<file path="config.mk">
export PLATFORM = sky130hd
export DESIGN_NAME = datapath_seq
export DESIGN_NICKNAME = d
export VERILOG_FILES = /design/src/rtl/datapath_pkg.sv /design/src/rtl/regfile_param.sv /design/src/rtl/datapath_seq.sv
export SDC_FILE = /design/constraint.sdc
export NUM_CORES = 1
export LEC_CHECK = 0
export CAP_MARGIN = 20
export CELL_PAD_IN_SITES_DETAIL_PLACEMENT = 1
export CELL_PAD_IN_SITES_GLOBAL_PLACEMENT = 2
export CORE_MARGIN = 5
export CORE_UTILIZATION = 30
export DETAILED_ROUTE_END_ITERATION = 6
export PLACE_DENSITY = 0.73
export SYNTH_ARGS = -nofsm -noshare
export SYNTH_HDL_FRONTEND = slang
export SYNTH_SLANG_ARGS = --single-unit
</file>
<file path="constraint.sdc">
create_clock -name clk -period 9.5 [get_ports clk]
set_input_delay 2.375 -clock clk [delete_from_list [all_inputs] [get_ports clk]]
set_output_delay 2.375 -clock clk [all_outputs]
set_load 0.02 [all_outputs]
</file>
<file path="src/rtl/datapath_pkg.sv">
// Shared encodings for the self-sequencing datapath: ALU/shift codes,
// sequencer states and status flag positions.
package datapath_pkg;

  localparam logic [1:0] ALU_ADD  = 2'b00;
  localparam logic [1:0] ALU_SUB  = 2'b01;
  localparam logic [1:0] ALU_AND  = 2'b10;
  localparam logic [1:0] ALU_NOTB = 2'b11;

  localparam logic [1:0] SH_NONE = 2'b00;
  localparam logic [1:0] SH_LSL  = 2'b01;
  localparam logic [1:0] SH_LSR  = 2'b10;
  localparam logic [1:0] SH_ASR  = 2'b11;

  typedef enum logic [2:0] {
    ST_IDLE  = 3'd0,
    ST_LOADA = 3'd1,
    ST_LOADB = 3'd2,
    ST_EXEC  = 3'd3,
    ST_WB    = 3'd4
  } state_e;

  localparam int unsigned STAT_N = 2;
  localparam int unsigned STAT_V = 1;
  localparam int unsigned STAT_Z = 0;

endpackage

</file>
<file path="src/rtl/regfile_param.sv">
// NREG x DATA_W register file: one synchronous write port and two
// asynchronous read ports, cleared by the async reset.
module regfile_param
  import datapath_pkg::*;
#(
  parameter int DATA_W = 16,
  parameter int NREG   = 8,
  localparam int AW    = $clog2(NREG)
) (
  input  logic              clk,
  input  logic              reset_n,
  input  logic              we_i,
  input  logic [AW-1:0]     waddr_i,
  input  logic [DATA_W-1:0] wdata_i,
  input  logic [AW-1:0]     raddr_a_i,
  output logic [DATA_W-1:0] rdata_a_o,
  input  logic [AW-1:0]     raddr_b_i,
  output logic [DATA_W-1:0] rdata_b_o
);

  logic [DATA_W-1:0] regs_q [NREG];

  // Register storage with single write port
  always_ff @(posedge clk or negedge reset_n) begin
    if (!reset_n) begin
      for (int i = 0; i < NREG; i++) begin
        regs_q[i] <= '0;
      end
    end else if (we_i) begin
      regs_q[waddr_i] <= wdata_i;
    end
  end

  assign rdata_a_o = regs_q[raddr_a_i];
  assign rdata_b_o = regs_q[raddr_b_i];

endmodule

</file>
<file path="src/rtl/datapath_seq.sv">
// Self-sequencing datapath: one start/done handshake runs LOADA, LOADB,
// EXEC and WB over a shared register file with a host write/debug port.
module datapath_seq
  import datapath_pkg::*;
#(
  parameter int  DATA_W = 16,
  parameter int  NREG   = 8,
  localparam int REG_AW = $clog2(NREG)
) (
  input  logic              clk,
  input  logic              reset_n,
  input  logic              start,
  input  logic              mov_imm,
  input  logic [1:0]        alu_op,
  input  logic [1:0]        shift,
  input  logic [REG_AW-1:0] rn,
  input  logic [REG_AW-1:0] rm,
  input  logic [REG_AW-1:0] rd,
  input  logic              asel,
  input  logic              bsel,
  input  logic              loads,
  input  logic [DATA_W-1:0] imm,
  input  logic              wr_en,
  input  logic [REG_AW-1:0] wr_num,
  input  logic [DATA_W-1:0] wr_data,
  input  logic [REG_AW-1:0] dbg_num,
  output logic [DATA_W-1:0] dbg_data,
  output logic              busy,
  output logic              done,
  output logic [DATA_W-1:0] datapath_out,
  output logic [2:0]        status
);

  localparam int MSB = DATA_W - 1;

  function automatic logic [DATA_W-1:0] shift_fn(input logic [1:0] sh,
                                                 input logic [DATA_W-1:0] v);
    case (sh)
      SH_LSL:  shift_fn = {v[MSB-1:0], 1'b0};
      SH_LSR:  shift_fn = {1'b0, v[MSB:1]};
      SH_ASR:  shift_fn = {v[MSB], v[MSB:1]};
      default: shift_fn = v;
    endcase
  endfunction

  // Returns {overflow, result}
  function automatic logic [DATA_W:0] alu_fn(input logic [1:0] op,
                                             input logic [DATA_W-1:0] a,
                                             input logic [DATA_W-1:0] b);
    logic [DATA_W-1:0] r;
    logic              v;
    r = '0;
    v = 1'b0;
    case (op)
      ALU_ADD: begin
        r = a + b;
        v = (a[MSB] == b[MSB]) && (r[MSB] != a[MSB]);
      end
      ALU_SUB: begin
        r = a + ~b + DATA_W'(1);
        v = (a[MSB] != b[MSB]) && (r[MSB] != a[MSB]);
      end
      ALU_AND: r = a & b;
      default: r = ~b;
    endcase
    alu_fn = {v, r};
  endfunction

  state_e            state_q, state_d;
  logic              busy_q, done_q;
  logic [DATA_W-1:0] a_q, b_q, c_q;
  logic [2:0]        status_q;
  logic              mov_imm_q, asel_q, bsel_q, loads_q;
  logic [1:0]        alu_op_q, shift_q;
  logic [REG_AW-1:0] rn_q, rm_q, rd_q;
  logic [DATA_W-1:0] imm_q;

  logic              rf_we_s;
  logic [REG_AW-1:0] rf_waddr_s;
  logic [DATA_W-1:0] rf_wdata_s;
  logic [REG_AW-1:0] rf_raddr_s;
  logic [DATA_W-1:0] rf_rdata_s;
  logic [DATA_W-1:0] bin_s;
  logic [DATA_W:0]   alu_s;
  logic [2:0]        flags_s;

  regfile_param #(
    .DATA_W(DATA_W),
    .NREG  (NREG)
  ) u_regfile (
    .clk      (clk),
    .reset_n  (reset_n),
    .we_i     (rf_we_s),
    .waddr_i  (rf_waddr_s),
    .wdata_i  (rf_wdata_s),
    .raddr_a_i(rf_raddr_s),
    .rdata_a_o(rf_rdata_s),
    .raddr_b_i(dbg_num),
    .rdata_b_o(dbg_data)
  );

  // Sequencer next state
  always_comb begin
    state_d = state_q;
    case (state_q)
      ST_IDLE: begin
        if (start) state_d = mov_imm ? ST_WB : ST_LOADA;
        else       state_d = ST_IDLE;
      end
      ST_LOADA: state_d = ST_LOADB;
      ST_LOADB: state_d = ST_EXEC;
      ST_EXEC:  state_d = ST_WB;
      ST_WB:    state_d = ST_IDLE;
      default:  state_d = ST_IDLE;
    endcase
  end

  // Host writes only in IDLE, so they never collide with writeback
  always_comb begin
    rf_raddr_s = (state_q == ST_LOADB) ? rm_q : rn_q;
    if (state_q == ST_WB) begin
      rf_we_s    = 1'b1;
      rf_waddr_s = rd_q;
      rf_wdata_s = mov_imm_q ? imm_q : c_q;
    end else begin
      rf_we_s    = (state_q == ST_IDLE) && wr_en;
      rf_waddr_s = wr_num;
      rf_wdata_s = wr_data;
    end
  end

  // Execute-stage operand shaping, ALU and flags
  always_comb begin
    bin_s            = shift_fn(shift_q, bsel_q ? imm_q : b_q);
    alu_s            = alu_fn(alu_op_q, a_q, bin_s);
    flags_s          = 3'b000;
    flags_s[STAT_N]  = alu_s[MSB];
    flags_s[STAT_V]  = alu_s[DATA_W];
    flags_s[STAT_Z]  = (alu_s[MSB:0] == '0);
  end

  // Sequencer, command latch and pipeline registers
  always_ff @(posedge clk or negedge reset_n) begin
    if (!reset_n) begin
      state_q   <= ST_IDLE;
      busy_q    <= 1'b0;
      done_q    <= 1'b0;
      a_q       <= '0;
      b_q       <= '0;
      c_q       <= '0;
      status_q  <= 3'b000;
      mov_imm_q <= 1'b0;
      asel_q    <= 1'b0;
      bsel_q    <= 1'b0;
      loads_q   <= 1'b0;
      alu_op_q  <= 2'b00;
      shift_q   <= 2'b00;
      rn_q      <= '0;
      rm_q      <= '0;
      rd_q      <= '0;
      imm_q     <= '0;
    end else begin
      state_q <= state_d;
      busy_q  <= (state_d != ST_IDLE);
      done_q  <= (state_q == ST_WB);
      if ((state_q == ST_IDLE) && start) begin
        mov_imm_q <= mov_imm;
        asel_q    <= asel;
        bsel_q    <= bsel;
        loads_q   <= loads;
        alu_op_q  <= alu_op;
        shift_q   <= shift;
        rn_q      <= rn;
        rm_q      <= rm;
        rd_q      <= rd;
        imm_q     <= imm;
      end
      if (state_q == ST_LOADA) a_q <= asel_q ? '0 : rf_rdata_s;
      if (state_q == ST_LOADB) b_q <= rf_rdata_s;
      if (state_q == ST_EXEC) begin
        c_q <= alu_s[MSB:0];
        if (loads_q) status_q <= flags_s;
      end
    end
  end

  assign busy         = busy_q;
  assign done         = done_q;
  assign datapath_out = c_q;
  assign status       = status_q;

endmodule

</file>
**Routed metal, one color a layer**

Scale bar: 50 um. Only two layers are drawn.
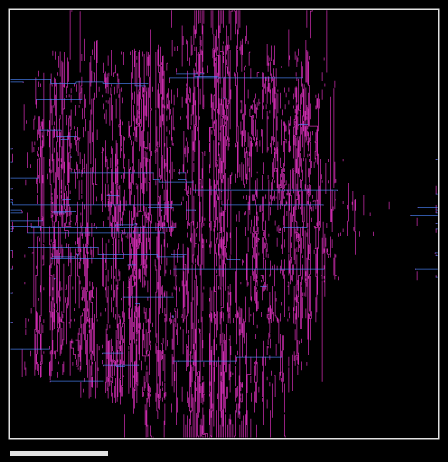
| color | layer | wire length |
|---|---|---|
| magenta | M2 | 18800 um |
| blue | M3 | 1220 um |
Tot GR Track Use: 0.158
average routed wire per standard cell: 21.4 um
total wire length after detailed routing: 37.7 mm
DR vias: 9082

**Sequential cells colored by netlist name**

Scale bar: 50 um.
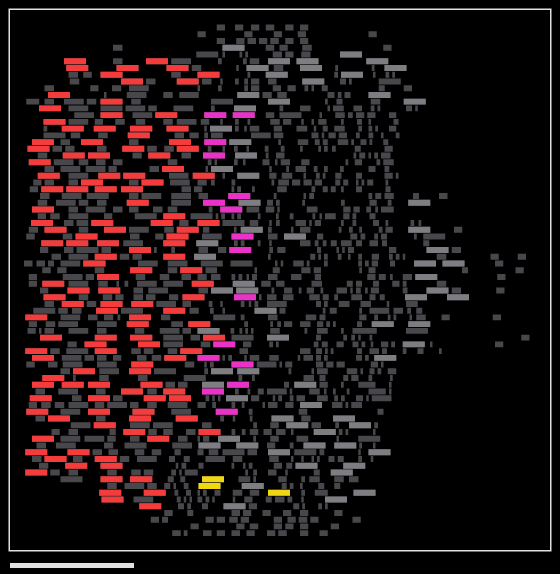
| color | name in the netlist | placed flops |
|---|---|---|
| red | u_regfile.regs_q | 128 |
| magenta | b_q | 16 |
| yellow | rd_q | 3 |
not colored: 70
final core utilization: 0.357
flip-flop and latch area: 5430 um2
sequential power: 1.81 mW
register fraction of the total cell area: 0.355

==> results.toml <==
# flow metrics
[routing]
detail_route.first_pass.iterations = 4
post_drt_via_cell_ratio = 5.15

[layout]
area_of_the_multi_input_gates_um2 = 7060
drive_above_1_share = 0.294
non_clock_buffer_area_share = 0.0740
finalInstanceArea_um2 = 15300
largest_register_ff_count = 128

[floorplanning]
core_region_area_um2 = 42900
site_row_count = 76
initial_standard_cell_utilization_of_the_core = 0.302

[clock_network]
cts_tree = "done"
post_cts.resized_instances = 0
htree_num_levels = 1

[worst_setup_path]
crit_path_capture_type = "output pin"
timing.rr.end = "status[0]"
worst-endpoint-required_ps = 7130
largest_delay_contributor_family_on_the_critical_path = "buffers and inverters"
critical_path.max_fanout = 18

[synth]
post_synth_main_area_contributors = "dfrtp_1, mux2_2, mux4_2, mux2i_1, ha_1"
synth_cell_types = 75
synth_area_per_cell_um2 = 11.9
most_common_cell = "dfrtp_1"

[min_path]
whs_endpoint = "status[0]"
min-delay-start = "status[0]"

[pwr]
cell_area_power_density_nw_per_um2 = 410

[sta]
setup_viol_count_final = 0
worst_slew_margin_rel = 0.326

[global_routing]
grt-ovfl-total = 0

[place]
place_hpwl_mm = 27.0

[outcome]
run_status = "complete, no violations"
**Clock nets**

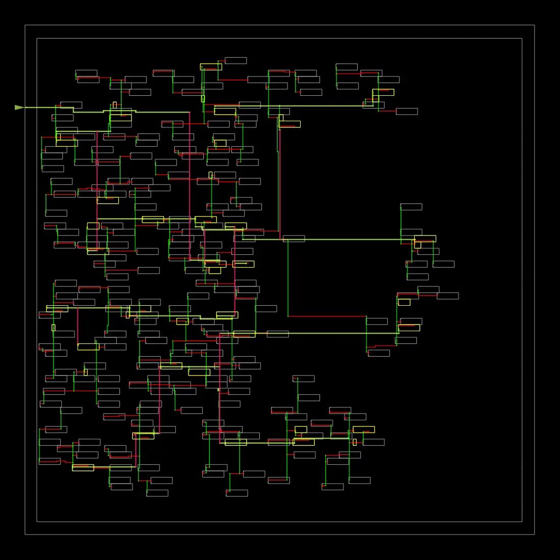
number of sequential cells in the layout: 217
worst-case clock skew: 13.5 ps
clkbuf count: 40
insertion delay to the later sink of the worst-skew pair: 530 ps
clk sink count: 217

**Clock wires, drivers and flops**

Scale bar: 50 um.
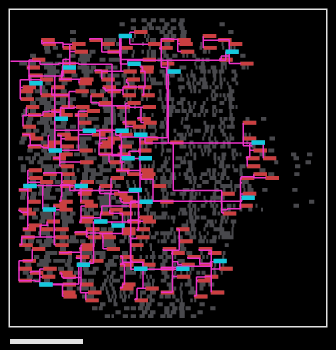
[magenta] clock wires | length: 3200 um
[red] flip-flops | count: 217
[cyan] clock-net drivers | count: 27
routed clock nets: 28
share of power burned in the clock network: 0.152
clock network power: 950 uW

-- metal layers --
metal  vias up  part of all wire  track usage
li1       4174                 -            -
met1      4756              0.46        0.215
met2       123              0.50        0.276
met3        29             0.032       0.0224
met4         0             0.012       0.0224
met5         -                 0            0
-- logic make-up after synthesis --
| kind of cell | synth area share |
|---|---|
| compound gates | 0.0962 |
| xor+xnor | 0.00676 |
| fa+ha+maj | 0.0359 |
| buf+inv | 0.0392 |
| flops | 0.419 |
| mux | 0.327 |
| simple gates | 0.0762 |
-- power groups by stage --
stage	clock network (mW)	registers (mW)	logic, mW
after floorplan	0	1.63	2.68
after global placement	0	1.79	3.46
after detailed placement	0	1.81	3.52
after CTS	0.979	1.81	3.54
after global routing	1.03	1.87	3.85
final	0.950	1.81	3.51
Power figures rest on the tool's default switching activity, not on a simulated workload.
